File: src/rtl/alu_seq_ctrl_pkg.sv
// Shared constants for the ALU command sequencer: opcodes, ALU select codes, FSM states.
// Optional multiply support is built when ALU_SEQ_MUL_EN is defined.
package alu_seq_ctrl_pkg;

    localparam logic [3:0] OP_ADD  = 4'b0000;
    localparam logic [3:0] OP_SUB  = 4'b0001;
    localparam logic [3:0] OP_MUL  = 4'b0010;
    localparam logic [3:0] OP_SHLN = 4'b0011;
    localparam logic [3:0] OP_SHRN = 4'b0100;
    localparam logic [3:0] OP_AND  = 4'b0101;
    localparam logic [3:0] OP_OR   = 4'b0110;
    localparam logic [3:0] OP_XOR  = 4'b0111;

    localparam logic [2:0] SEL_ADD  = 3'b000;
    localparam logic [2:0] SEL_SUB  = 3'b001;
    localparam logic [2:0] SEL_SHR1 = 3'b010;
    localparam logic [2:0] SEL_SHL1 = 3'b011;
    localparam logic [2:0] SEL_AND  = 3'b101;
    localparam logic [2:0] SEL_OR   = 3'b110;
    localparam logic [2:0] SEL_XOR  = 3'b111;

    typedef enum logic [2:0] {
        StIdle     = 3'd0,
        StExec     = 3'd1,
`ifdef ALU_SEQ_MUL_EN
        StMulAdd   = 3'd2,
        StMulShift = 3'd3,
`endif
        StShift    = 3'd4,
        StDone     = 3'd5
    } state_e;

    // Ops that complete in a single ALU pass.
    function automatic logic is_single_op(input logic [3:0] op);
        return (op == OP_ADD) || (op == OP_SUB) || (op == OP_AND) ||
               (op == OP_OR) || (op == OP_XOR);
    endfunction

endpackage

File: src/rtl/alu_seq_ctrl_if.sv
// Command and response handshake bundle for the ALU sequencer.
interface alu_seq_ctrl_if;
    logic        Cmd_Valid;
    logic        Cmd_Ready;
    logic [3:0]  Cmd_Op;
    logic [31:0] Cmd_A;
    logic [31:0] Cmd_B;
    logic        Rsp_Valid;
    logic        Rsp_Ready;
    logic [31:0] Rsp_Data;
    logic        Rsp_Carry;
    logic        Rsp_Err;
    logic        Busy;

    modport slave (
        input  Cmd_Valid, Cmd_Op, Cmd_A, Cmd_B, Rsp_Ready,
        output Cmd_Ready, Rsp_Valid, Rsp_Data, Rsp_Carry, Rsp_Err, Busy
    );

    modport master (
        output Cmd_Valid, Cmd_Op, Cmd_A, Cmd_B, Rsp_Ready,
        input  Cmd_Ready, Rsp_Valid, Rsp_Data, Rsp_Carry, Rsp_Err, Busy
    );
endinterface

File: src/rtl/alu_seq_ctrl_alu.sv
// Combinational 32-bit ALU: add, sub, shift-by-1 left/right, and, or, xor.
module alu_seq_ctrl_alu
    import alu_seq_ctrl_pkg::*;
(
    input  logic [31:0] i_a,
    input  logic [31:0] i_b,
    input  logic [2:0]  i_sel,
    output logic [31:0] o_result,
    output logic        o_carry
);

    // Decode select into result and carry-out.
    always_comb begin
        o_result = '0;
        o_carry  = 1'b0;
        case (i_sel)
            SEL_ADD:  {o_carry, o_result} = {1'b0, i_a} + {1'b0, i_b};
            SEL_SUB:  {o_carry, o_result} = {1'b0, i_a} - {1'b0, i_b};
            SEL_SHL1: {o_carry, o_result} = {i_a, 1'b0};
            SEL_SHR1: {o_result, o_carry} = {1'b0, i_a};
            SEL_AND:  o_result = i_a & i_b;
            SEL_OR:   o_result = i_a | i_b;
            SEL_XOR:  o_result = i_a ^ i_b;
            default:  o_result = '0;
        endcase
    end

endmodule

File: src/rtl/alu_seq_ctrl.sv
// Command sequencer around the ALU. Single ops take one pass; SHLN/SHRN iterate one-bit
// shifts; MUL (built only with ALU_SEQ_MUL_EN) iterates shift-add. One registered response
// per command.
module alu_seq_ctrl
    import alu_seq_ctrl_pkg::*;
#(
    parameter int unsigned SHAMT_W = 5
) (
    input  logic          clk,
    input  logic          rst,
    alu_seq_ctrl_if.slave io
);

    localparam logic [SHAMT_W-1:0] CNT_ONE = SHAMT_W'(1);

    state_e             r_state;
    logic [31:0]        r_acc;
    logic [31:0]        r_m;
`ifdef ALU_SEQ_MUL_EN
    logic [31:0]        r_q;
`endif
    logic [SHAMT_W-1:0] r_cnt;
    logic [3:0]         r_op;
    logic               r_carry;
    logic               r_err;
    logic               r_cmd_ready;
    logic               r_rsp_valid;
    logic               r_busy;

    logic [31:0]        w_alu_a;
    logic [2:0]         w_alu_sel;
    logic [31:0]        w_alu_res;
    logic               w_alu_co;

    // Route operands and select into the shared ALU based on the current step.
    always_comb begin
        w_alu_a   = r_acc;
        w_alu_sel = SEL_ADD;
        case (r_state)
            StExec: begin
                case (r_op)
                    OP_SUB:  w_alu_sel = SEL_SUB;
                    OP_AND:  w_alu_sel = SEL_AND;
                    OP_OR:   w_alu_sel = SEL_OR;
                    OP_XOR:  w_alu_sel = SEL_XOR;
                    default: w_alu_sel = SEL_ADD;
                endcase
            end
            StShift: w_alu_sel = (r_op == OP_SHLN) ? SEL_SHL1 : SEL_SHR1;
`ifdef ALU_SEQ_MUL_EN
            StMulAdd: w_alu_sel = SEL_ADD;
            StMulShift: begin
                w_alu_a   = r_m;
                w_alu_sel = SEL_SHL1;
            end
`endif
            default: w_alu_sel = SEL_ADD;
        endcase
    end

    alu_seq_ctrl_alu u_alu (
        .i_a      (w_alu_a),
        .i_b      (r_m),
        .i_sel    (w_alu_sel),
        .o_result (w_alu_res),
        .o_carry  (w_alu_co)
    );

    // Sequencer FSM with registered handshake outputs.
    always_ff @(posedge clk or posedge rst) begin
        if (rst) begin
            r_state     <= StIdle;
            r_acc       <= '0;
            r_m         <= '0;
`ifdef ALU_SEQ_MUL_EN
            r_q         <= '0;
`endif
            r_cnt       <= '0;
            r_op        <= '0;
            r_carry     <= 1'b0;
            r_err       <= 1'b0;
            r_cmd_ready <= 1'b0;
            r_rsp_valid <= 1'b0;
            r_busy      <= 1'b0;
        end else begin
            case (r_state)
                StIdle: begin
                    r_cmd_ready <= 1'b1;
                    if (io.Cmd_Valid && r_cmd_ready) begin
                        r_cmd_ready <= 1'b0;
                        r_busy      <= 1'b1;
                        r_op        <= io.Cmd_Op;
                        r_carry     <= 1'b0;
                        r_err       <= 1'b0;
                        r_acc       <= io.Cmd_A;
                        r_m         <= io.Cmd_B;
                        r_cnt       <= io.Cmd_B[SHAMT_W-1:0];
                        r_state     <= StExec;
                        case (io.Cmd_Op)
`ifdef ALU_SEQ_MUL_EN
                            OP_MUL: begin
                                r_acc <= '0;
                                r_m   <= io.Cmd_A;
                                r_q   <= io.Cmd_B;
                                // B=0 spends one idle EXEC cycle and returns 0.
                                if (io.Cmd_B == '0) begin
                                    r_state <= StExec;
                                end else if (io.Cmd_B[0]) begin
                                    r_state <= StMulAdd;
                                end else begin
                                    r_state <= StMulShift;
                                end
                            end
`endif
                            OP_SHLN, OP_SHRN: r_state <= StShift;
                            default: r_state <= StExec;
                        endcase
                    end
                end
                StExec: begin
                    if (is_single_op(r_op)) begin
                        r_acc   <= w_alu_res;
                        r_carry <= (r_op == OP_ADD) && w_alu_co;
                    end else begin
                        r_acc   <= '0;
                        r_carry <= 1'b0;
`ifdef ALU_SEQ_MUL_EN
                        r_err   <= (r_op != OP_MUL);
`else
                        r_err   <= 1'b1;
`endif
                    end
                    r_rsp_valid <= 1'b1;
                    r_state     <= StDone;
                end
                StShift: begin
                    // A zero count still spends one cycle, leaving A unchanged.
                    if (r_cnt != '0) begin
                        r_acc <= w_alu_res;
                        r_cnt <= r_cnt - CNT_ONE;
                    end
                    if (r_cnt <= CNT_ONE) begin
                        r_rsp_valid <= 1'b1;
                        r_state     <= StDone;
                    end
                end
`ifdef ALU_SEQ_MUL_EN
                StMulAdd: begin
                    r_acc   <= w_alu_res;
                    r_carry <= r_carry | w_alu_co;
                    r_state <= StMulShift;
                end
                StMulShift: begin
                    r_m <= w_alu_res;
                    r_q <= r_q >> 1;
                    if (r_q[31:1] == '0) begin
                        r_rsp_valid <= 1'b1;
                        r_state     <= StDone;
                    end else if (r_q[1]) begin
                        r_state <= StMulAdd;
                    end else begin
                        r_state <= StMulShift;
                    end
                end
`endif
                StDone: begin
                    if (io.Rsp_Ready) begin
                        r_rsp_valid <= 1'b0;
                        r_busy      <= 1'b0;
                        r_cmd_ready <= 1'b1;
                        r_state     <= StIdle;
                    end
                end
                default: r_state <= StIdle;
            endcase
        end
    end

    assign io.Cmd_Ready = r_cmd_ready;
    assign io.Rsp_Valid = r_rsp_valid;
    assign io.Rsp_Data  = r_acc;
    assign io.Rsp_Carry = r_carry;
    assign io.Rsp_Err   = r_err;
    assign io.Busy      = r_busy;

endmodule

File: src/flat_wrapper.sv
// flat-port wrapper written by rule: the top's interface ports become plain ports
module alu_seq_ctrl_flat import alu_seq_ctrl_pkg::*;
#(
    parameter int unsigned SHAMT_W = 5
)
  (clk, rst, io_Cmd_Valid, io_Cmd_Op, io_Cmd_A, io_Cmd_B, io_Rsp_Ready, io_Cmd_Ready, io_Rsp_Valid, io_Rsp_Data, io_Rsp_Carry, io_Rsp_Err, io_Busy);
  alu_seq_ctrl_if io_i ();
  input  logic clk;
  input  logic rst;
  input wire logic [$bits(io_i.Cmd_Valid)-1:0] io_Cmd_Valid;
  input wire logic [$bits(io_i.Cmd_Op)-1:0] io_Cmd_Op;
  input wire logic [$bits(io_i.Cmd_A)-1:0] io_Cmd_A;
  input wire logic [$bits(io_i.Cmd_B)-1:0] io_Cmd_B;
  input wire logic [$bits(io_i.Rsp_Ready)-1:0] io_Rsp_Ready;
  output wire logic [$bits(io_i.Cmd_Ready)-1:0] io_Cmd_Ready;
  output wire logic [$bits(io_i.Rsp_Valid)-1:0] io_Rsp_Valid;
  output wire logic [$bits(io_i.Rsp_Data)-1:0] io_Rsp_Data;
  output wire logic [$bits(io_i.Rsp_Carry)-1:0] io_Rsp_Carry;
  output wire logic [$bits(io_i.Rsp_Err)-1:0] io_Rsp_Err;
  output wire logic [$bits(io_i.Busy)-1:0] io_Busy;
  assign io_i.Cmd_Valid = io_Cmd_Valid;
  assign io_i.Cmd_Op = io_Cmd_Op;
  assign io_i.Cmd_A = io_Cmd_A;
  assign io_i.Cmd_B = io_Cmd_B;
  assign io_i.Rsp_Ready = io_Rsp_Ready;
  assign io_Cmd_Ready = io_i.Cmd_Ready;
  assign io_Rsp_Valid = io_i.Rsp_Valid;
  assign io_Rsp_Data = io_i.Rsp_Data;
  assign io_Rsp_Carry = io_i.Rsp_Carry;
  assign io_Rsp_Err = io_i.Rsp_Err;
  assign io_Busy = io_i.Busy;
  alu_seq_ctrl #(.SHAMT_W(SHAMT_W)) u_core (.clk(clk), .rst(rst), .io(io_i));
endmodule
File: config.mk
export PLATFORM = sky130hd
export DESIGN_NAME = alu_seq_ctrl_flat
export DESIGN_NICKNAME = d
export VERILOG_FILES = /design/src/rtl/alu_seq_ctrl_pkg.sv /design/src/rtl/alu_seq_ctrl_if.sv /design/src/rtl/alu_seq_ctrl_alu.sv /design/src/rtl/alu_seq_ctrl.sv /design/src/flat_wrapper.sv
export SDC_FILE = /design/constraint.sdc
export NUM_CORES = 1
export LEC_CHECK = 0
export CORE_ASPECT_RATIO = 1.4
export CORE_MARGIN = 2
export CORE_UTILIZATION = 35
export DETAILED_ROUTE_END_ITERATION = 16
export GPL_TIMING_DRIVEN = 0
export PLACE_DENSITY = 0.62
export SLEW_MARGIN = 20
export SYNTH_ARGS = -nofsm -noshare
export SYNTH_HDL_FRONTEND = slang
export SYNTH_SLANG_ARGS = --single-unit
export TNS_END_PERCENT = 20
File: constraint.sdc
create_clock -name clk -period 4.2 [get_ports clk]
set_input_delay 0.84 -clock clk [delete_from_list [all_inputs] [get_ports clk]]
set_output_delay 0.84 -clock clk [all_outputs]
set_load 0.05 [all_outputs]
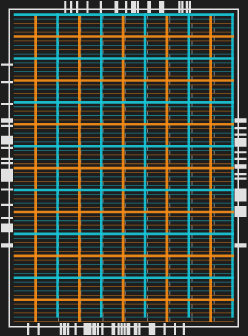
(images/power_grid.png)
Pins as bars on the die edge. Tap cells in grey.
legend:
  orange:
    net: VSS
  cyan:
    net: VDD
met4 straps: 10
tap cells: 324
met5 straps: 14
DIE WIDTH: 141 µm
Core Area: 26000 µm²
die height: 196 µm

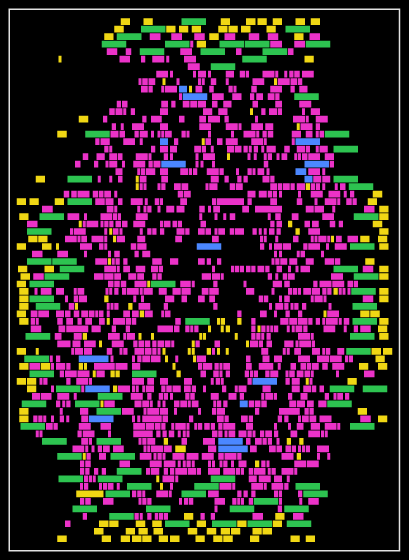
(images/placement_by_type.png)
legend:
  blue:
    class: clock drivers and dummy loads
    cells: 16
  yellow:
    class: other buffers and delay cells
    cells: 180
  magenta:
    class: combinational and other logic
    cells: 1025
  green:
    class: flops
    cells: 80
standard-cell rows: 70
final instance area: 11100 µm²

==> notes.md <==
run results: status=complete, no violations, min-delay worst type=flip-flop to flip-flop, r2r endpoint=u_core.io.Rsp_Data[29]$_DFFE_PP0P_, Main logic family=AND-OR/OR-AND gates, Synth async-reset ratio=100%, setup bufs post-CTS=0, DR vias=10000, Cell variety after synth=83, Synth Warn #=0, Final Setup Violations=0, Cell Count, Final, Fillers Out=1625, CP peak stage delay=0.89 ns, TritonCTS clock tree=yes, CP Launch Type=flip-flop, R2R depth=11, Slew Limit Fails=0, Residual DRC=0, AO/OA Area Share=33.8%, Nets at Floorplan=1359, # H-tree levels=3, Clock Skew=0.0176 ns, syn avg cell area=7.84 µm², wire per inst=24.1 µm, post-layout util=42.6%, Synth Seq Share=21.7%, most common logic cell in the routed design=a21oi_1, layout cell share with drive strength beyond 1=7.61%, Ports=109, antenna violations before repair=0, GR Util met2=47.2%, Critical Path Start=u_core.r_state[2]$_DFFE_PP0P_, CP max stage cell=clkbuf_1, hpwl dp=30000 µm, gr busiest metal=met2, clk root buf=clkbuf_16, yosys simple share=15.3%
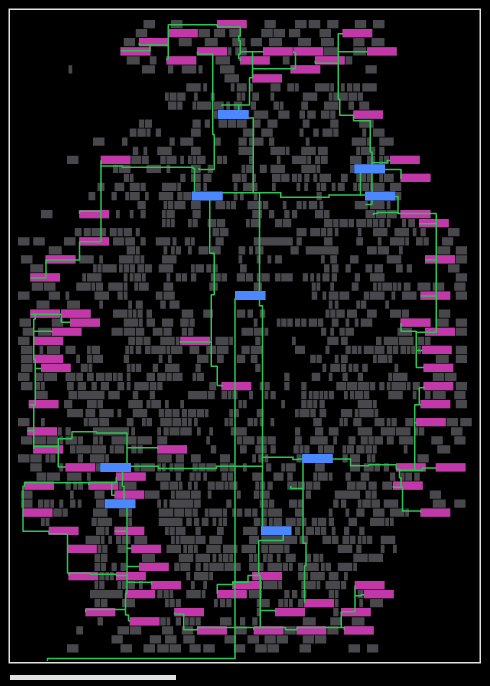
(images/clk_routes.png)
Bar = 50 µm.
legend:
  green:
    item: clock wires
    length: 1590 µm
  blue:
    item: clock drivers
    count: 9
  magenta:
    item: flip-flops
    count: 80
routed clock nets: 10
Skew-Pair Late Insertion Delay: 0.38 ns

final cells by class:
| class | count | area [µm²] | area share, % |
|---|---|---|---|
| buffer | 71 | 302 | 2.72 |
| clock buffer | 9 | 225 | 2.03 |
| clock inverter | 7 | 106 | 0.959 |
| inverter | 106 | 400 | 3.61 |
| multi-input combinational | 919 | 6540 | 59.0 |
| sequential | 80 | 2000 | 18.1 |
| tap | 324 | 405 | 3.66 |
| timing repair buffer | 109 | 1110 | 10.0 |
synthesized netlist by cell type, types with 8 or more instances:
library cell / instances / area share, %
nor3_1: 16 / 0.87
nand2_1: 90 / 3.7
a21o_1: 22 / 1.8
ha_1: 109 / 15
nor2_1: 84 / 3.4
nand3_1: 22 / 1.2
dfrtp_1: 80 / 22
a21oi_1: 125 / 6.8
a221oi_1: 30 / 2.9
nand2b_1: 9 / 0.61
buf_2: 22 / 1.2
clkbuf_1: 44 / 1.8
o31ai_1: 15 / 1.2
and3_1: 12 / 0.81
o21bai_1: 8 / 0.65
a221o_1: 14 / 1.5
nor2b_1: 16 / 1.1
o21a_1: 9 / 0.73
nor4_1: 12 / 0.81
o22ai_1: 19 / 1.3
xnor2_1: 12 / 1.1
o21ai_0: 88 / 4.8
mux2_2: 37 / 4.5
a31oi_1: 15 / 1.0
o211ai_1: 21 / 1.7
inv_1: 106 / 4.3
a211oi_1: 9 / 0.73
